File: config.mk
export PLATFORM = sky130hd
export DESIGN_NAME = bmc_rx_dec
export DESIGN_NICKNAME = d
export VERILOG_FILES = /design/src/rtl/bmc_rx_dec.sv
export SDC_FILE = /design/constraint.sdc
export NUM_CORES = 1
export LEC_CHECK = 0
export ABC_CLOCK_PERIOD_IN_PS = 5700
export CORE_ASPECT_RATIO = 0.9
export CORE_MARGIN = 2
export CORE_UTILIZATION = 65
export DETAILED_ROUTE_END_ITERATION = 6
export DONT_BUFFER_PORTS = 1
export PLACE_DENSITY = 0.89
export SYNTH_ARGS = -nofsm -noshare
export SYNTH_HDL_FRONTEND = slang
export SYNTH_SLANG_ARGS = --single-unit
File: constraint.sdc
create_clock -name i_clk -period 5.7 [get_ports i_clk]
set_clock_uncertainty 0.15 [all_clocks]
set_input_delay 1.14 -clock i_clk [delete_from_list [all_inputs] [get_ports i_clk]]
set_output_delay 1.14 -clock i_clk [all_outputs]
set_load 0.01 [all_outputs]
File: src/rtl/bmc_rx_dec.sv
// USB PD BMC receive decoder: recovers bits from the AFE comparator with adaptive UI tracking.
// Optional macro BMC_RX_DEGLITCH_EN inserts a 3-sample majority filter after the data synchronizer.
module bmc_rx_dec #(
    parameter int CNT_W      = 8,
    parameter int UI_INIT    = 40,
    parameter int GLITCH_MIN = 4,
    parameter int PRE_BITS   = 16
) (
    input  logic i_clk,
    input  logic i_rstz,
    input  logic i_en,
    input  logic i_rx_dat,
    input  logic i_rx_sql,
    output logic o_bit,
    output logic o_bit_vld,
    output logic o_lock,
    output logic o_eop,
    output logic o_err,
    output logic o_busy
);
    localparam int AW = $clog2(PRE_BITS + 1);

    typedef enum logic [1:0] {IDLE, TRAIN, DATA} state_t;

    state_t           st, st_n;
    logic [1:0]       dat_sync, sql_sync;
    logic             dat_f, dat_q, edge_r;
    logic [CNT_W-1:0] cnt, ival, thr, to_lim;
    logic [CNT_W-1:0] ui_len, ui_n, half_len, half_n;
    logic [CNT_W:0]   to_wide, sum_wide;
    logic [AW-1:0]    alt_cnt, alt_n;
    logic             pend, pend_n, prev_bit, prev_n;
    logic             lock_n, bit_n, vld_n, eop_n, err_n;
    logic             half, glitch, timeout, go_idle;

`ifdef BMC_RX_DEGLITCH_EN
    logic [1:0] dat_hist;

    always_ff @(posedge i_clk) begin
        if (!i_rstz) dat_hist <= '0;
        else         dat_hist <= {dat_hist[0], dat_sync[1]};
    end

    assign dat_f = (dat_sync[1] & dat_hist[0]) | (dat_sync[1] & dat_hist[1]) |
                   (dat_hist[0] & dat_hist[1]);
`else
    assign dat_f = dat_sync[1];
`endif

    always_ff @(posedge i_clk) begin
        if (!i_rstz) begin
            dat_sync <= '0;
            sql_sync <= '0;
            dat_q    <= 1'b0;
            edge_r   <= 1'b0;
            cnt      <= '0;
        end else begin
            dat_sync <= {dat_sync[0], i_rx_dat};
            sql_sync <= {sql_sync[0], i_rx_sql};
            dat_q    <= dat_f;
            edge_r   <= dat_f ^ dat_q;
            cnt      <= edge_r ? '0 : ival;
        end
    end

    // ival is the full edge-to-edge interval in clocks, including the current cycle
    assign ival     = (&cnt) ? cnt : cnt + 1'b1;
    assign thr      = (ui_len >> 1) + (ui_len >> 2);
    assign to_wide  = {1'b0, ui_len} + {2'b0, ui_len[CNT_W-1:1]};
    assign to_lim   = to_wide[CNT_W] ? {CNT_W{1'b1}} : to_wide[CNT_W-1:0];
    assign sum_wide = {1'b0, half_len} + {1'b0, ival};
    assign half     = ival < thr;
    assign glitch   = ival < CNT_W'(GLITCH_MIN);
    assign timeout  = !edge_r && (ival >= to_lim);

    always_comb begin
        st_n    = st;
        ui_n    = ui_len;
        half_n  = half_len;
        pend_n  = pend;
        prev_n  = prev_bit;
        alt_n   = alt_cnt;
        lock_n  = o_lock;
        bit_n   = 1'b0;
        vld_n   = 1'b0;
        eop_n   = 1'b0;
        err_n   = 1'b0;
        go_idle = 1'b0;
        if (st == IDLE) begin
            if (edge_r && sql_sync[1] && i_en) st_n = TRAIN;
        end else if (!sql_sync[1] || !i_en) begin
            go_idle = 1'b1;
        end else if (edge_r) begin
            if (glitch || (pend && !half)) begin
                err_n   = 1'b1;
                go_idle = 1'b1;
            end else if (pend || !half) begin
                // a pending half completes a 1; a lone full interval is a 0
                pend_n = 1'b0;
                ui_n   = pend ? (sum_wide[CNT_W] ? {CNT_W{1'b1}} : sum_wide[CNT_W-1:0]) : ival;
                if (st == DATA) begin
                    vld_n = 1'b1;
                    bit_n = pend;
                end else begin
                    alt_n  = (alt_cnt != '0 && pend != prev_bit) ? alt_cnt + 1'b1 : AW'(1);
                    prev_n = pend;
                    if (alt_n == AW'(PRE_BITS)) begin
                        lock_n = 1'b1;
                        st_n   = DATA;
                    end
                end
            end else begin
                pend_n = 1'b1;
                half_n = ival;
            end
        end else if (timeout) begin
            eop_n   = (st == DATA);
            go_idle = 1'b1;
        end
        if (go_idle) begin
            st_n   = IDLE;
            ui_n   = CNT_W'(UI_INIT);
            pend_n = 1'b0;
            alt_n  = '0;
            lock_n = 1'b0;
        end
    end

    always_ff @(posedge i_clk) begin
        if (!i_rstz) begin
            st        <= IDLE;
            ui_len    <= CNT_W'(UI_INIT);
            half_len  <= '0;
            pend      <= 1'b0;
            prev_bit  <= 1'b0;
            alt_cnt   <= '0;
            o_lock    <= 1'b0;
            o_bit     <= 1'b0;
            o_bit_vld <= 1'b0;
            o_eop     <= 1'b0;
            o_err     <= 1'b0;
        end else begin
            st        <= st_n;
            ui_len    <= ui_n;
            half_len  <= half_n;
            pend      <= pend_n;
            prev_bit  <= prev_n;
            alt_cnt   <= alt_n;
            o_lock    <= lock_n;
            o_bit     <= bit_n;
            o_bit_vld <= vld_n;
            o_eop     <= eop_n;
            o_err     <= err_n;
        end
    end

    assign o_busy = (st != IDLE);

endmodule
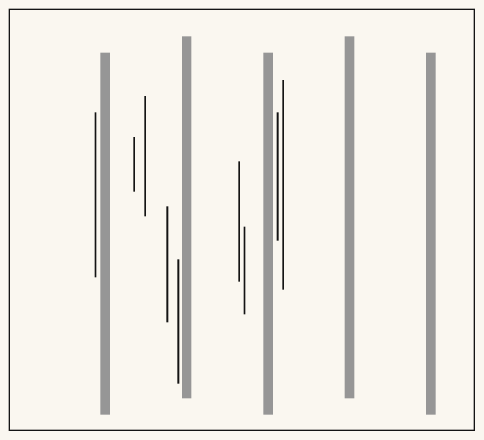
run_1/layer_met4.png
Drawn at 6 px/µm. Supply wires on this layer in gray.
longest straight run	34.7 µm
nets with wire on the layer	9
main direction	vertical

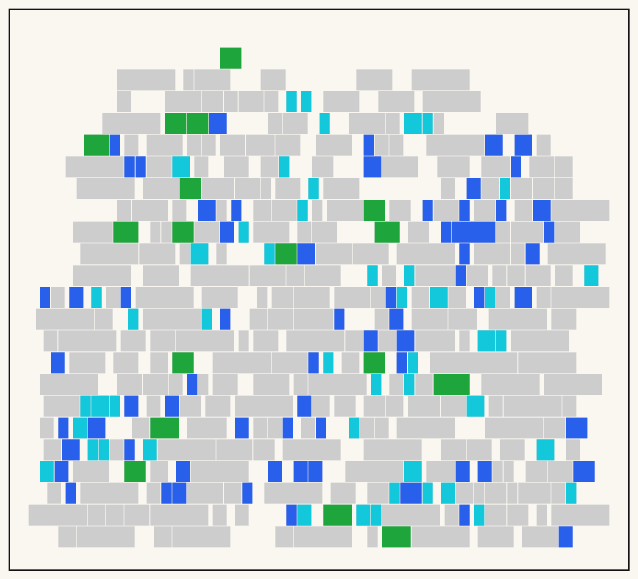
run_1/logic_types.png
Drawn at 8 px/µm.
color	family	cells
blue	nand cells	66
cyan	nor cells	48
green	non-inverting ao/oa cells	17
leading cell type in the layout, fill and taps excluded: dfxtp_1
proportion of cell area occupied by multi-input gates: 64.7%
number of standard cells in the layout, taps in and fillers out: 438

==> flow_results.xml, run 1 <==
<?xml version="1.0" encoding="UTF-8"?>
<metrics>
  <group name="floorplanning">
    <metric name="row_count" unit="">23</metric>
    <metric name="fp.dieArea" unit="µm²">5400</metric>
    <metric name="die_h" unit="µm">69.9</metric>
    <metric name="floorplan.die.width" unit="µm">77.3</metric>
    <metric name="initial_standard_cell_utilization_of_the_core" unit="%">69.0</metric>
  </group>
  <group name="final_timing">
    <metric name="grt_setup_unrepaired" unit="">false</metric>
    <metric name="report.final.setup_viol" unit="">0</metric>
    <metric name="final.hold.worst_slack" unit="ps">291</metric>
    <metric name="report.final.hold_viol_count" unit="">0</metric>
    <metric name="worst_pin_slew" unit="ps">1180</metric>
    <metric name="timing.setup.tns" unit="ps">0</metric>
    <metric name="fmaxAchievable" unit="GHz">0.232</metric>
  </group>
  <group name="power">
    <metric name="internal_power" unit="mW">0.456</metric>
    <metric name="p_comb_share" unit="%">6.6</metric>
    <metric name="pwr-share-clk" unit="%">40.3</metric>
    <metric name="total_switching_power" unit="mW">0.138</metric>
    <metric name="power_frac_seq" unit="%">53.1</metric>
  </group>
  <group name="clock_network">
    <metric name="ctsResizeCount" unit="">0</metric>
    <metric name="tritoncts" unit="">built</metric>
    <metric name="max-clock-path-buffers" unit="">2</metric>
    <metric name="cts_setup_buffers" unit="">0</metric>
    <metric name="clk_latency" unit="ps">300</metric>
    <metric name="holdBufCountCts" unit="">0</metric>
    <metric name="cts-htree-levels" unit="">2</metric>
    <metric name="clk_pin_slew_worst_paths" unit="ps">80</metric>
    <metric name="clock-root-buffer" unit="">clkbuf_8</metric>
  </group>
  <group name="logic_synthesis">
    <metric name="synthesis.area" unit="µm²">3140</metric>
    <metric name="numSynthFlops" unit="">44</metric>
    <metric name="post_synthesis_cell_count_from_yosys" unit="">384</metric>
    <metric name="area_leaders" unit="">dfxtp_1 28%, ha_1 14%, a21oi_1 4.0%</metric>
    <metric name="synth.yosys.chip_area" unit="µm²">3140</metric>
    <metric name="postSynthCellCount" unit="">384</metric>
    <metric name="synth_sequential_area_ratio" unit="%">28.1</metric>
    <metric name="synthesis.area_per_instance" unit="µm²">8.18</metric>
  </group>
  <group name="final_layout">
    <metric name="fillerInstances" unit="">378</metric>
    <metric name="synthToLayoutAreaGrowth" unit="%">3.67</metric>
    <metric name="antenna-diode-count" unit="">0</metric>
    <metric name="seqCellArea" unit="µm²">881</metric>
    <metric name="num-nets-final" unit="">417</metric>
  </group>
  <group name="place">
    <metric name="dpl_worst_slack" unit="ps">1460</metric>
    <metric name="gp_congestion" unit="">0.931</metric>
  </group>
  <group name="setup_path">
    <metric name="end_kind" unit="">flip-flop</metric>
    <metric name="timing.critical_path.arrival" unit="ps">4330</metric>
    <metric name="crit_fanout" unit="">9</metric>
    <metric name="worstSetupPathDepth" unit="">19</metric>
    <metric name="timing.critical_path.to" unit="">ui_len[0]$_SDFFE_PP0P_</metric>
    <metric name="worstReg2RegEnd" unit="">ui_len[0]$_SDFFE_PP0P_</metric>
    <metric name="path_cells" unit="">ha_1, inv_1, fa_1, nor2b_1, o21ai_0, nand2b_1, a21o_1, a21o_1, a21o_1, or2_2, ha_1, nand2b_1, a21o_1, a211oi_1, o21ai_0, nand2_1, a32oi_1, buf_4, a21oi_1</metric>
    <metric name="critical_path.startpoint_type" unit="">flip-flop</metric>
    <metric name="worst-setup-path-type" unit="">reg -&gt; reg</metric>
    <metric name="r2r-start" unit="">ui_len[1]$_SDFFE_PP0P_</metric>
  </group>
  <group name="detailed_routing">
    <metric name="routed_wl" unit="mm">7.08</metric>
    <metric name="detail_route.wl_per_cell" unit="µm">16.2</metric>
    <metric name="routed-wl-met2" unit="mm">3.45</metric>
    <metric name="met1Wirelength" unit="mm">2.99</metric>
    <metric name="first_drt_iteration_drcs" unit="">227</metric>
  </group>
  <group name="global_route">
    <metric name="grt_max_degree" unit="">29</metric>
    <metric name="wire_length_of_the_first_global_routing_pass" unit="mm">11.8</metric>
    <metric name="globalRoute.totalOverflow" unit="">0</metric>
    <metric name="first_global_vias" unit="">2629</metric>
    <metric name="globalRouteMet2Util" unit="%">46.2</metric>
  </group>
  <group name="worst_hold_path">
    <metric name="worst_min_delay_path_endpoint" unit="">dat_sync[1]$_SDFF_PN0_</metric>
    <metric name="holdPathStages" unit="">1</metric>
    <metric name="hold_path_startpoint" unit="">dat_sync[0]$_SDFF_PN0_</metric>
  </group>
  <group name="run_status">
    <metric name="outcome" unit="">finished clean</metric>
  </group>
</metrics>
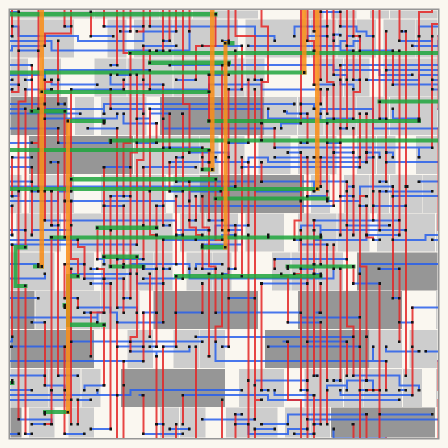
run_1/detail.png
Region (24, 6) to (54, 36) µm. Cells in gray, sequential cells in the stronger gray; small squares are vias.
color	layer
red	metal 2
orange	metal 4
blue	metal 1
green	metal 3
cells with their middle in the window	92
sequential cells in the window	11
most frequent	dfxtp_1 (11), nor2_1 (10), nand2_1 (9)
netlist names of flops here include	`half_len` (4), `st` (2)

-- run 1: flip-flops by register name (all words and copies together), names as in the netlist, 2 cells and up --
name      flops
cnt           8
half_len      8
st            2
ui_len        8
sql_sync      2
dat_sync      2
alt_cnt       5
-- run 1: logic make-up (layout without fill, tap and decap cells) --
logic type,after synthesis,after routing,share of synthesized area [%]
compound gates,94,94,19.4
xor+xnor,21,21,5.86
fa+ha+maj,37,37,15.5
buf+inv,36,28,4.86
flops,44,44,28.1
mux,5,5,1.71
simple gates,147,147,24.7
-- run 1: Yosys cell counts, types with 2 or more instances --
library cell	count
nand3_1	20
or2_2	6
o21ai_0	21
o21bai_1	2
a211oi_1	4
buf_2	5
ha_1	34
and2_1	6
or4_1	3
nand3b_1	3
nand2_1	31
or4_4	2
clkbuf_1	10
mux2_2	3
o21ba_2	2
dfxtp_1	44
xor2_1	12
nand4_1	5
a31oi_1	6
mux2i_1	2
o221ai_1	4
o2111ai_1	3
a211o_1	2
a21o_1	8
nor3_1	7
inv_1	18
nand2b_1	6
nor2_1	32
xnor2_1	9
o31ai_1	3
nor2b_1	8
o211ai_1	2
and3_1	7
fa_1	3
or3_1	2
o22ai_1	3
a21oi_1	25
o21a_1	2
-- run 1: power groups by stage --
stage / Combinational, mW / Sequential [mW] / Clock [mW]
final: 0.0389 / 0.315 / 0.239
after global routing: 0.0434 / 0.316 / 0.252
after CTS: 0.0383 / 0.315 / 0.239
after detailed placement: 0.0378 / 0.322 / 0
after global placement: 0.0356 / 0.322 / 0
after floorplan: 0.0321 / 0.320 / 0
-- run 1: area by class of cell --
class                           count  area share (%)
Multi-Input combinational cell    304            64.7
Timing Repair Buffer                2           0.461
Clock inverter                      2            1.08
Clock buffer                        6            2.23
Inverter                           18            2.08
Sequential cell                    44            27.1
Tap cell                           62            2.38
==> run 1 -> run 2 <==
==> config.mk (replaced) <==
export PLATFORM = sky130hd
export DESIGN_NAME = bmc_rx_dec
export DESIGN_NICKNAME = d
export VERILOG_FILES = /design/src/rtl/bmc_rx_dec.sv
export SDC_FILE = /design/constraint.sdc
export NUM_CORES = 1
export LEC_CHECK = 0
export ABC_CLOCK_PERIOD_IN_PS = 4500
export CORE_ASPECT_RATIO = 0.9
export CORE_MARGIN = 2
export CORE_UTILIZATION = 64
export DETAILED_ROUTE_END_ITERATION = 6
export DONT_BUFFER_PORTS = 1
export PLACE_DENSITY = 0.88
export SYNTH_ARGS = -nofsm -noshare
export SYNTH_HDL_FRONTEND = slang
export SYNTH_SLANG_ARGS = --single-unit
==> constraint.sdc (replaced) <==
create_clock -name i_clk -period 4.5 [get_ports i_clk]
set_clock_uncertainty 0.15 [all_clocks]
set_input_delay 0.9 -clock i_clk [delete_from_list [all_inputs] [get_ports i_clk]]
set_output_delay 0.9 -clock i_clk [all_outputs]
set_load 0.01 [all_outputs]
==> run 2 against run 1 <==
Synthesized area stayed put. Utilization decreased by 2.5 points. Die area up 1.5%. Via count decreased by 0.15%. Non-clock buffer count increased by 4. Clock power increased by 32%. Combinational power is 34% higher. Sequential share of layout area is 0.37 points lower. Hold slack better by 1.2 ps. Sequential power grew 27%. Design area rose by 1.4%. Critical path depth decreased by 4.
==> flow_results.xml, run 2 <==
<?xml version="1.0" encoding="UTF-8"?>
<metrics>
  <group name="logic_synthesis">
    <metric name="synthTopCellsByCount" unit="">44 x dfxtp_1, 34 x ha_1, 32 x nor2_1, 31 x nand2_1, 25 x a21oi_1</metric>
    <metric name="cell_taking_the_most_area_after_synthesis" unit="">dfxtp_1</metric>
    <metric name="synthArstFlopShare" unit="%">0</metric>
    <metric name="synthesis.area_per_instance" unit="µm²">8.18</metric>
    <metric name="numSynthFlops" unit="">44</metric>
    <metric name="area_leaders" unit="">dfxtp_1 28%, ha_1 14%, a21oi_1 4.0%</metric>
    <metric name="synthesis.area" unit="µm²">3140</metric>
    <metric name="yosysMostFrequentCell" unit="">dfxtp_1</metric>
    <metric name="synth.yosys.chip_area" unit="µm²">3140</metric>
    <metric name="post_synthesis_cell_count_from_yosys" unit="">384</metric>
    <metric name="synth_sequential_area_ratio" unit="%">28.1</metric>
    <metric name="postSynthCellCount" unit="">384</metric>
  </group>
  <group name="job">
    <metric name="drv_cap" unit="">0</metric>
    <metric name="warning_count" unit="">28</metric>
  </group>
  <group name="place">
    <metric name="dpl_worst_slack" unit="ps">270</metric>
    <metric name="gp_congestion" unit="">0.939</metric>
  </group>
  <group name="clock_network">
    <metric name="clk_latency" unit="ps">300</metric>
    <metric name="cts_setup_buffers" unit="">0</metric>
    <metric name="holdBufCountCts" unit="">0</metric>
    <metric name="ctsResizeCount" unit="">0</metric>
    <metric name="clock-root-buffer" unit="">clkbuf_8</metric>
    <metric name="tritoncts" unit="">built</metric>
    <metric name="max-clock-path-buffers" unit="">2</metric>
    <metric name="clk_pin_slew_worst_paths" unit="ps">90</metric>
    <metric name="cts-htree-levels" unit="">2</metric>
  </group>
  <group name="power">
    <metric name="total_switching_power" unit="mW">0.184</metric>
    <metric name="power_frac_seq" unit="%">52.1</metric>
    <metric name="internal_power" unit="mW">0.582</metric>
    <metric name="pwr-share-clk" unit="%">41.1</metric>
    <metric name="p_comb_share" unit="%">6.8</metric>
  </group>
  <group name="floorplanning">
    <metric name="floorplan.die.width" unit="µm">77.8</metric>
    <metric name="initial_standard_cell_utilization_of_the_core" unit="%">65.7</metric>
    <metric name="fp.dieArea" unit="µm²">5480</metric>
    <metric name="die_h" unit="µm">70.4</metric>
    <metric name="row_count" unit="">24</metric>
  </group>
  <group name="final_timing">
    <metric name="grt_setup_unrepaired" unit="">false</metric>
    <metric name="worst_pin_slew" unit="ps">595</metric>
    <metric name="report.final.setup_viol" unit="">0</metric>
    <metric name="report.final.hold_viol_count" unit="">0</metric>
    <metric name="fmaxAchievable" unit="GHz">0.240</metric>
    <metric name="final-max-slew-violation-count" unit="">0</metric>
    <metric name="final.hold.worst_slack" unit="ps">292</metric>
    <metric name="timing.setup.tns" unit="ps">0</metric>
    <metric name="final_period_minus_worst_setup_slack" unit="ps">4160</metric>
    <metric name="min_period_over_period" unit="%">92.5</metric>
  </group>
  <group name="final_layout">
    <metric name="layout.cells.most_common_list" unit="">44 x dfxtp_1, 34 x ha_1, 32 x nor2_1</metric>
    <metric name="num-nets-final" unit="">421</metric>
    <metric name="synthToLayoutAreaGrowth" unit="%">5.10</metric>
    <metric name="antenna-diode-count" unit="">0</metric>
    <metric name="layout_top_cell" unit="">dfxtp_1</metric>
    <metric name="final_cell_count_no_fill" unit="">445</metric>
    <metric name="largest_registers" unit="">cnt: 8 flops, half_len: 8 flops, ui_len: 8 flops</metric>
  </group>
  <group name="global_route">
    <metric name="wire_length_of_the_first_global_routing_pass" unit="mm">12.1</metric>
    <metric name="grt_max_degree" unit="">29</metric>
    <metric name="globalRouteMet2Util" unit="%">45.0</metric>
    <metric name="first_global_vias" unit="">2631</metric>
    <metric name="globalRoute.totalOverflow" unit="">0</metric>
  </group>
  <group name="setup_path">
    <metric name="r2r-start" unit="">ui_len[2]$_SDFFE_PP0P_</metric>
    <metric name="crit_fanout" unit="">12</metric>
    <metric name="end_kind" unit="">flip-flop</metric>
    <metric name="worst-setup-path-type" unit="">reg -&gt; reg</metric>
    <metric name="critical_path.startpoint_type" unit="">flip-flop</metric>
    <metric name="timing.critical_path.arrival" unit="ps">4250</metric>
  </group>
  <group name="run_status">
    <metric name="outcome" unit="">finished clean</metric>
  </group>
  <group name="detailed_routing">
    <metric name="first_drt_iteration_drcs" unit="">195</metric>
    <metric name="post-route-drc-count" unit="">0</metric>
  </group>
  <group name="worst_hold_path">
    <metric name="hold_path_startpoint" unit="">dat_sync[0]$_SDFF_PN0_</metric>
  </group>
</metrics>
## run 2: cell counts after synthesis
No cell type changed its count.
## run 2: cells by family (layout without fill, tap and decap cells)
logic type | after synthesis | in the layout | share of synthesized area [%]
mux | 5 | 5 | 1.71
simple gates | 147 | 147 | 24.7
fa+ha+maj | 37 | 37 | 15.5
buf+inv | 36 | 32 | 4.86
xor+xnor | 21 | 21 | 5.86
compound gates | 94 | 94 | 19.4
flops | 44 | 44 | 28.1
## run 2: area by class of cell
type	count	area, µm²
clock inverter	3	46.3
fill	393	1480
inverter	18	67.6
timing repair buffer	6	45.0
tap	65	81.3
clock buffer	5	68.8
multi-input combinational	304	2110
sequential	44	881
## run 2: power groups by stage
stage                     Sequential (mW)  Clock (mW)  Combinational, mW
after CTS                           0.399       0.317             0.0519
final                               0.399       0.315             0.0523
after floorplan                     0.406           0             0.0407
after global routing                0.400       0.335             0.0599
after detailed placement            0.408           0             0.0512
after global placement              0.408           0             0.0489
## run 2: path summary, 6_finish.rpt
path	endpoint	slack [ps]	cells after the start
worst max register to register	alt_cnt[3]$_SDFFE_PP0P_	340	15
worst min-delay path	dat_sync[1]$_SDFF_PN0_	290	1
worst min register to register	dat_sync[1]$_SDFF_PN0_	290	1
worst max-delay path	alt_cnt[3]$_SDFFE_PP0P_	340	15
## run 2: worst max-delay path, stage by stage, from the launching register on
cell	delay, ps
dfxtp_1	350
ha_1	350
a21o_1	190
a21oi_1	230
nor2b_1	70
o21ai_0	150
nand2b_1	110
a21oi_1	200
ha_1	290
a21oi_1	150
o21ai_0	120
o21ai_1	200
o31ai_1	170
or4_4	630
or4_1	530
a21oi_1	170
## run 2: per-layer routing
layer  vias up  part of all wire, %
li1       1367                    -
met3        17                  5.3
met1      1295                   45
met2        72                   47
met5         -                    0
met4         0                  2.0
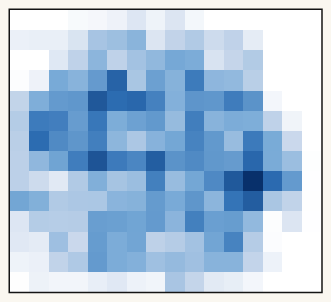
run_2/metal_density.png
Drawn at 4 px/µm. 16 x 14 tiles, from white (low) to dark blue (high), scaled to the fullest tile. Values are wire area over tile area, all layers added.
tiles over half the peak	30%
fullest tile	0.61
mean over tiles	0.21
nearly empty tiles	17%
routed wire length per instance: 16.0 µm
wirelength, routed: 7.14 mm

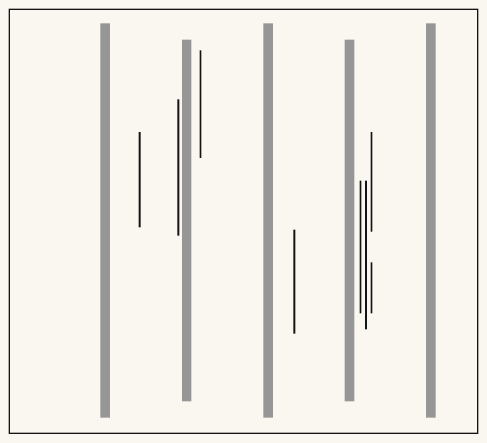
run_2/layer_met4.png
Drawn at 6 px/µm. Supply wires on this layer in gray.
share of all routed wire	2.0%
longest straight run	24.5 µm
nets with wire on the layer	7
wire length on this layer	144 µm
main direction	vertical
vias post-DR: 2751

Power is estimated from default activity; no workload was simulated.
